`src/rtl/alu_arbiter_pkg.sv`:
```
// Shared types and constants for the two-requester ALU arbiter.
package alu_arbiter_pkg;

    typedef enum logic [1:0] {
        ST_IDLE = 2'b00,
        ST_EXEC = 2'b01,
        ST_RESP = 2'b10
    } state_e;

    localparam logic [1:0] ALUOP_MEM    = 2'b00;
    localparam logic [1:0] ALUOP_BRANCH = 2'b01;
    localparam logic [1:0] ALUOP_RTYPE  = 2'b10;

    localparam int unsigned NUM_REQ = 2;

endpackage

```
`src/rtl/alu_arbiter_rr.sv`:
```
// Two-way winner selection: a lone valid requester wins, ties go to the one not granted last.
module alu_arbiter_rr (
    input  logic [1:0] valid_i,
    input  logic       last_grant_i,
    output logic       grant_idx_c,
    output logic       grant_vld_c
);

    always_comb begin
        grant_vld_c = |valid_i;
        grant_idx_c = 1'b0;
        if (valid_i == 2'b11) begin
            grant_idx_c = ~last_grant_i;
        end else if (valid_i == 2'b10) begin
            grant_idx_c = 1'b1;
        end
    end

endmodule

```
`src/rtl/alu_arbiter.sv`:
```
// Arbitrates two requesters onto one shared ALU: IDLE -> EXEC -> RESP -> IDLE.
// Define ALU_ARBITER_FIXED_PRIO_EN to make requester 0 always win ties.
module alu_arbiter
    import alu_arbiter_pkg::*;
#(
    parameter int unsigned XLEN = 32
) (
    input  logic                 clk,
    input  logic                 rst_n,
    input  logic [1:0]           req_valid,
    output logic [1:0]           req_ready,
    input  logic [1:0]           req_op5,
    input  logic [3:0]           req_aluop,
    input  logic [5:0]           req_funct3,
    input  logic [1:0]           req_funct7_5,
    input  logic [2*XLEN-1:0]    req_a,
    input  logic [2*XLEN-1:0]    req_b,
    output logic                 alu_op5,
    output logic [1:0]           alu_aluop,
    output logic [2:0]           alu_funct3,
    output logic                 alu_funct7_5,
    output logic [XLEN-1:0]      alu_a,
    output logic [XLEN-1:0]      alu_b,
    input  logic [XLEN-1:0]      alu_result,
    input  logic                 alu_zero,
    output logic                 rsp_valid,
    input  logic                 rsp_ready,
    output logic                 rsp_id,
    output logic [XLEN-1:0]      rsp_result,
    output logic                 rsp_zero
);

    state_e            state_q, state_d;
    logic              op5_q, op5_d;
    logic [1:0]        aluop_q, aluop_d;
    logic [2:0]        funct3_q, funct3_d;
    logic              funct7_5_q, funct7_5_d;
    logic [XLEN-1:0]   a_q, a_d;
    logic [XLEN-1:0]   b_q, b_d;
    logic              rsp_valid_q, rsp_valid_d;
    logic              rsp_id_q, rsp_id_d;
    logic [XLEN-1:0]   rsp_result_q, rsp_result_d;
    logic              rsp_zero_q, rsp_zero_d;
    logic              last_grant;
    logic              grant_idx;
    logic              grant_vld;

`ifdef ALU_ARBITER_FIXED_PRIO_EN
    // Pinning "last grant" to requester 1 makes requester 0 win every tie.
    assign last_grant = 1'b1;
`else
    logic last_q, last_d;
    assign last_grant = last_q;

    always_ff @(posedge clk or negedge rst_n) begin
        if (!rst_n) begin
            last_q <= 1'b1;
        end else begin
            last_q <= last_d;
        end
    end
`endif

    alu_arbiter_rr u_rr (
        .valid_i      (req_valid),
        .last_grant_i (last_grant),
        .grant_idx_c  (grant_idx),
        .grant_vld_c  (grant_vld)
    );

    always_comb begin
        state_d      = state_q;
        op5_d        = op5_q;
        aluop_d      = aluop_q;
        funct3_d     = funct3_q;
        funct7_5_d   = funct7_5_q;
        a_d          = a_q;
        b_d          = b_q;
        rsp_valid_d  = rsp_valid_q;
        rsp_id_d     = rsp_id_q;
        rsp_result_d = rsp_result_q;
        rsp_zero_d   = rsp_zero_q;
        req_ready    = 2'b00;
`ifndef ALU_ARBITER_FIXED_PRIO_EN
        last_d       = last_q;
`endif
        case (state_q)
            ST_IDLE: begin
                if (grant_vld) begin
                    req_ready  = grant_idx ? 2'b10 : 2'b01;
                    op5_d      = grant_idx ? req_op5[1] : req_op5[0];
                    aluop_d    = grant_idx ? req_aluop[3:2] : req_aluop[1:0];
                    funct3_d   = grant_idx ? req_funct3[5:3] : req_funct3[2:0];
                    funct7_5_d = grant_idx ? req_funct7_5[1] : req_funct7_5[0];
                    a_d        = grant_idx ? req_a[2*XLEN-1:XLEN] : req_a[XLEN-1:0];
                    b_d        = grant_idx ? req_b[2*XLEN-1:XLEN] : req_b[XLEN-1:0];
                    rsp_id_d   = grant_idx;
`ifndef ALU_ARBITER_FIXED_PRIO_EN
                    last_d     = grant_idx;
`endif
                    state_d    = ST_EXEC;
                end
            end
            ST_EXEC: begin
                rsp_result_d = alu_result;
                rsp_zero_d   = alu_zero;
                rsp_valid_d  = 1'b1;
                state_d      = ST_RESP;
            end
            ST_RESP: begin
                if (rsp_ready) begin
                    rsp_valid_d = 1'b0;
                    state_d     = ST_IDLE;
                end
            end
            default: begin
                rsp_valid_d = 1'b0;
                state_d     = ST_IDLE;
            end
        endcase
    end

    always_ff @(posedge clk or negedge rst_n) begin
        if (!rst_n) begin
            state_q      <= ST_IDLE;
            op5_q        <= 1'b0;
            aluop_q      <= 2'b00;
            funct3_q     <= 3'b000;
            funct7_5_q   <= 1'b0;
            a_q          <= '0;
            b_q          <= '0;
            rsp_valid_q  <= 1'b0;
            rsp_id_q     <= 1'b0;
            rsp_result_q <= '0;
            rsp_zero_q   <= 1'b0;
        end else begin
            state_q      <= state_d;
            op5_q        <= op5_d;
            aluop_q      <= aluop_d;
            funct3_q     <= funct3_d;
            funct7_5_q   <= funct7_5_d;
            a_q          <= a_d;
            b_q          <= b_d;
            rsp_valid_q  <= rsp_valid_d;
            rsp_id_q     <= rsp_id_d;
            rsp_result_q <= rsp_result_d;
            rsp_zero_q   <= rsp_zero_d;
        end
    end

    assign alu_op5      = op5_q;
    assign alu_aluop    = aluop_q;
    assign alu_funct3   = funct3_q;
    assign alu_funct7_5 = funct7_5_q;
    assign alu_a        = a_q;
    assign alu_b        = b_q;
    assign rsp_valid    = rsp_valid_q;
    assign rsp_id       = rsp_id_q;
    assign rsp_result   = rsp_result_q;
    assign rsp_zero     = rsp_zero_q;

endmodule

```
`config.mk`:
```
export PLATFORM = sky130hd
export DESIGN_NAME = alu_arbiter
export DESIGN_NICKNAME = d
export VERILOG_FILES = /design/src/rtl/alu_arbiter_pkg.sv /design/src/rtl/alu_arbiter_rr.sv /design/src/rtl/alu_arbiter.sv
export SDC_FILE = /design/constraint.sdc
export NUM_CORES = 1
export LEC_CHECK = 0
export CAP_MARGIN = 5
export CORE_MARGIN = 3
export CORE_UTILIZATION = 39
export CTS_BUF_LIST = sky130_fd_sc_hd__clkbuf_4 sky130_fd_sc_hd__clkbuf_8 sky130_fd_sc_hd__clkbuf_16
export CTS_CLUSTER_SIZE = 12
export DETAILED_ROUTE_END_ITERATION = 6
export PLACE_DENSITY = 0.81
export SLEW_MARGIN = 20
export SYNTH_ARGS = -nofsm -noshare
export SYNTH_HDL_FRONTEND = slang
export SYNTH_SLANG_ARGS = --single-unit
```
`constraint.sdc`:
```
create_clock -name clk -period 1.95 [get_ports clk]
set_input_delay 0.585 -clock clk [delete_from_list [all_inputs] [get_ports clk]]
set_output_delay 0.585 -clock clk [all_outputs]
set_load 0.03 [all_outputs]
```
==> results.json <==
{
  "clock-skew-final_ns": 0.00937,
  "flop-count": 109,
  "yosys_warnings": 0,
  "rsz0062_at_grt": "yes",
  "path_buffers": 1,
  "met1_length_um": 5150,
  "r2r_slack_ns": 0.08,
  "nFillCells": 976,
  "max_freq_ghz": 0.522,
  "min_period_over_period_pct": 98.2,
  "die_h_um": 122,
  "non_clock_inverter_count": 1,
  "worstPathMaxFanout": 4,
  "cp.required_ns": 1.36,
  "mux_share_pct": 43.1,
  "yosys-dominant-comb-family": "multiplexers",
  "slew_violations": 0,
  "drt_iter0_markers": 124,
  "timing.critical_path.arrival_ns": 1.33,
  "synth_cells": 318,
  "p_per_area_mw_per_mm2": 1590,
  "vias_per_cell": 4.74,
  "synth_chip_area_mm2": 0.00524,
  "io_buffers": 287,
  "h-tree-depth": 3,
  "hold_viol_final": 0,
  "fa_ha_area_share_pct": 0,
  "initCoreUtil_pct": 40.7,
  "critPathKind": "flop to primary output",
  "grt_pass1_vias": 4236,
  "hold_buffers": 0,
  "synth_area_mm2": 0.00524,
  "area_share_nonclk_buffers_pct": 34.0,
  "gp_congestion": 0.756,
  "setup_violations": 0,
  "start_kind": "flop",
  "n_antenna_cell": 0,
  "syn_nets": 498,
  "fin_nets": 791,
  "synth.avg_cell_area_um2": 16.5,
  "fin_crit_ns": 1.92,
  "fin_total_pwr_uw": 13700,
  "cts_made_buffers": 9,
  "layout.area.comb_mm2": 0.00238,
  "max-vdd-ir-drop_v": 0.000808,
  "hpwl_um": 11400,
  "cp_top_family": "flip-flops",
  "wl_met3_um": 1310,
  "ant_nets": 0,
  "endpoint_kind": "primary output",
  "ys_sh_aoi_pct": 1.08,
  "ios": 288,
  "ys_sh_xor_pct": 0,
  "timing.max_cap.violations": 0,
  "synthDistinctLibCells": 20,
  "grt_max_degree": 110,
  "cts.clk_slew.worst_paths_ns": 0.07,
  "nClkBuffers": 12,
  "clkCellAreaFrac_pct": 4.13,
  "hp-class": "input pin to async pin",
  "antenna_found_initial": 0,
  "drtPass1Iterations": 4,
  "die_w_um": 122,
  "slew_headroom_pct": 60.3,
  "cts_tree": "built",
  "outcome": "completed",
  "ys_sh_simple_pct": 0.478,
  "dr_wl_met2_um": 7860,
  "lay_top_cells": "clkdlybuf4s50_1, dfrtp_1, dlygate4sd2_1",
  "die_area_mm2": 0.0149,
  "clk_latency_ns": 0.34,
  "slowest_stage": "dfrtp_2",
  "worstPathCellList": "nor2_4 > o21a_4 > and2_4 > buf_6",
  "topRoutingLayerUsed": "met4",
  "remaining_drc_errors": 0,
  "tap_cells": 172,
  "multi_input_comb_cells": 188,
  "slowest_delay_ns": 0.46,
  "ys_seq_elements": 109,
  "grt_pass1_wl_um": 22600,
  "tool_warnings": 30,
  "drive_above_1_share_pct": 35.6,
  "largest_class": "non-clock buffers",
  "register_area_mm2": 0.00273,
  "root_buffer": "clkbuf_16",
  "wl_um": 14700,
  "track_usage_pct": 19.8,
  "ys_seq_share_pct": 52.1
}
-- final timing paths --
path,start,to,cells past startpoint
max,state_q[1],req_ready[0],4
min in group clk,alu_b[29],alu_b[29],1
max in group asynchronous,rst_n,alu_b[30],2
min reg2reg,alu_b[29],alu_b[29],1
max reg2reg,last_grant,alu_a[10],5
min,rst_n,alu_b[10],2
-- synthesized netlist by cell type (all sizes together) --
cell type  count  area, µm²
mux2         175       2260
a21oi          1       5.00
clkbuf         1       3.75
inv            1       3.75
a21bo          1       10.0
nor2           2       7.51
o21ai          1       5.00
a21o           1       7.51
buf           19        160
a31oi          1       6.26
nor2b          1       6.26
and2           1       6.26
dfstp          1       26.3
dfrtp        108       2700
o21bai         1       7.51
nor3           1       5.00
o21a           2       15.0
-- power breakdown --
part | leakage [µW] | internal, µW | switching, µW
Clock | 0.000176 | 1340 | 796
Sequential | 0.00127 | 3450 | 592
Combinational | 0.00246 | 3380 | 4130
Total | 0.00391 | 8170 | 5520
-- registers in the layout (all words and copies together), names as in the netlist --
register      count
alu_a            32
alu_b            32
rsp_result       32
alu_funct3        3
alu_aluop         2
state_q           2
alu_funct7_5      1
alu_op5           1
last_grant        1
rsp_id            1
rsp_valid         1
rsp_zero          1
-- per-stage QoR --
step	hold WS (ns)	setup TNS, ns	area [µm²]	instances	worst slack (ns)
floorplan	0.289	0	5250	318	0.0144
global placement	0.469	-23.40	8360	770	-0.381
detailed placement	0.494	-25.17	8360	770	-0.396
CTS	0.332	-0.000298	8600	787	-0.000298
global route	0.352	-0.0319	8610	788	-0.0319
finish	0.299	0	8610	788	0.0344
-- repair_timing --
action	4_1_cts	5_1_grt
endpoints found under the setup margin	111	3
endpoints found under the hold margin	0	0
pin swaps	2	1
buffers inserted	1	1
cloned	0	0
gates resized	121	1
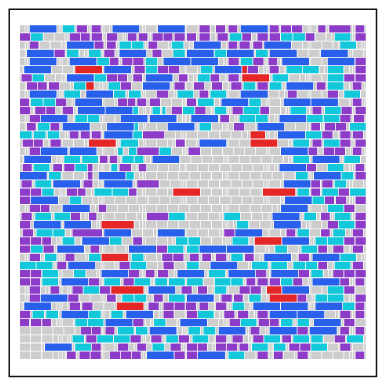
(placement by cell class)
Scale: 3 px per µm. Fill, decap, tap and diode cells in gray.
[red] clock drivers and dummy loads | cells: 16
[purple] remaining buffers and delay cells | cells: 302
[cyan] remaining logic cells | cells: 189
[blue] registers | cells: 109
fin util: 66.9%
fraction of area in registers: 31.7%
number of placement rows: 41
Final Cell Area: 0.00861 mm²
core area: 0.0129 mm²

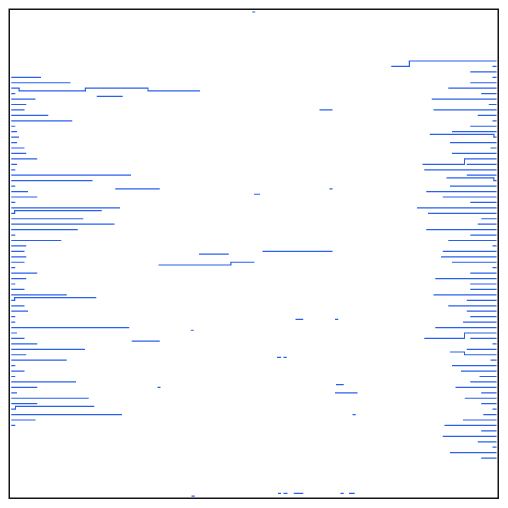
(M3 wires)
Scale: 4 px per µm.
longest straight run: 29.7 µm
main direction: horizontal
wire length on this layer: 1310 µm
vias: 3738
GR Util met3: 6.45%

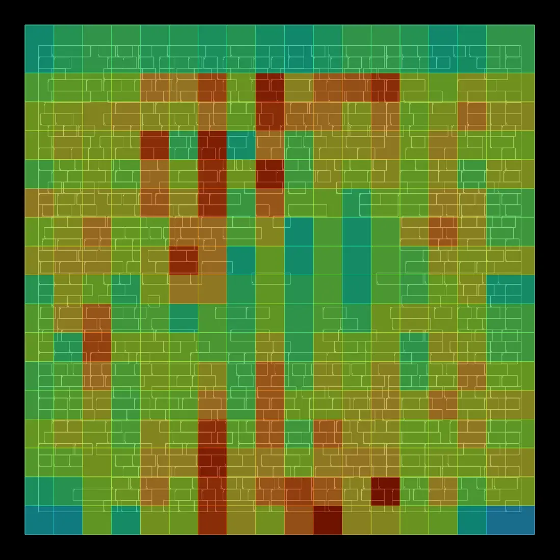
(congestion heat map)
gr busiest metal: met2
wire per inst: 18.7 µm
met2 usage: 35.7%
GRT met1 Usage: 21.2%

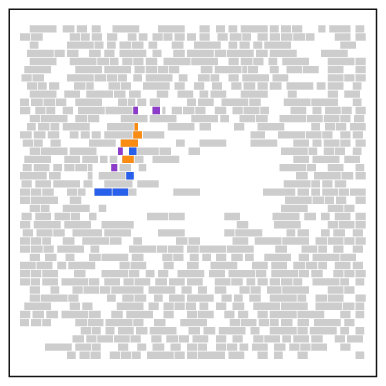
(gate families picked out)
Scale: 3 px per µm.
[orange] nor cells | cells: 4
[blue] non-inverting ao/oa cells | cells: 4
[purple] aoi and oai cells | cells: 4
most frequent logic cell in the layout: clkdlybuf4s50_1
Final Non-Filler Cells: 788
Comb area share: 27.6%

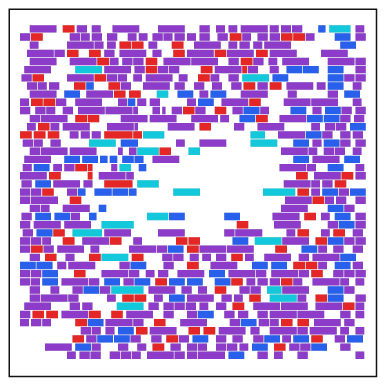
(cells by drive strength)
Scale: 3 px per µm.
[purple] x1 and smaller | cells: 397 | share: 64% | most used: clkdlybuf4s50_1
[cyan] x6 and larger | cells: 23 | share: 3.7% | most used: clkbuf_16
[red] x2 | cells: 104 | share: 17% | most used: mux2_2
[blue] x3 and x4 | cells: 92 | share: 15% | most used: mux2_4
area growth from synthesis to layout: 64.4%
nonclk buf count: 302
setup ws final: 0.0344 ns

Power figures rest on the tool's default switching activity, not on a simulated workload.
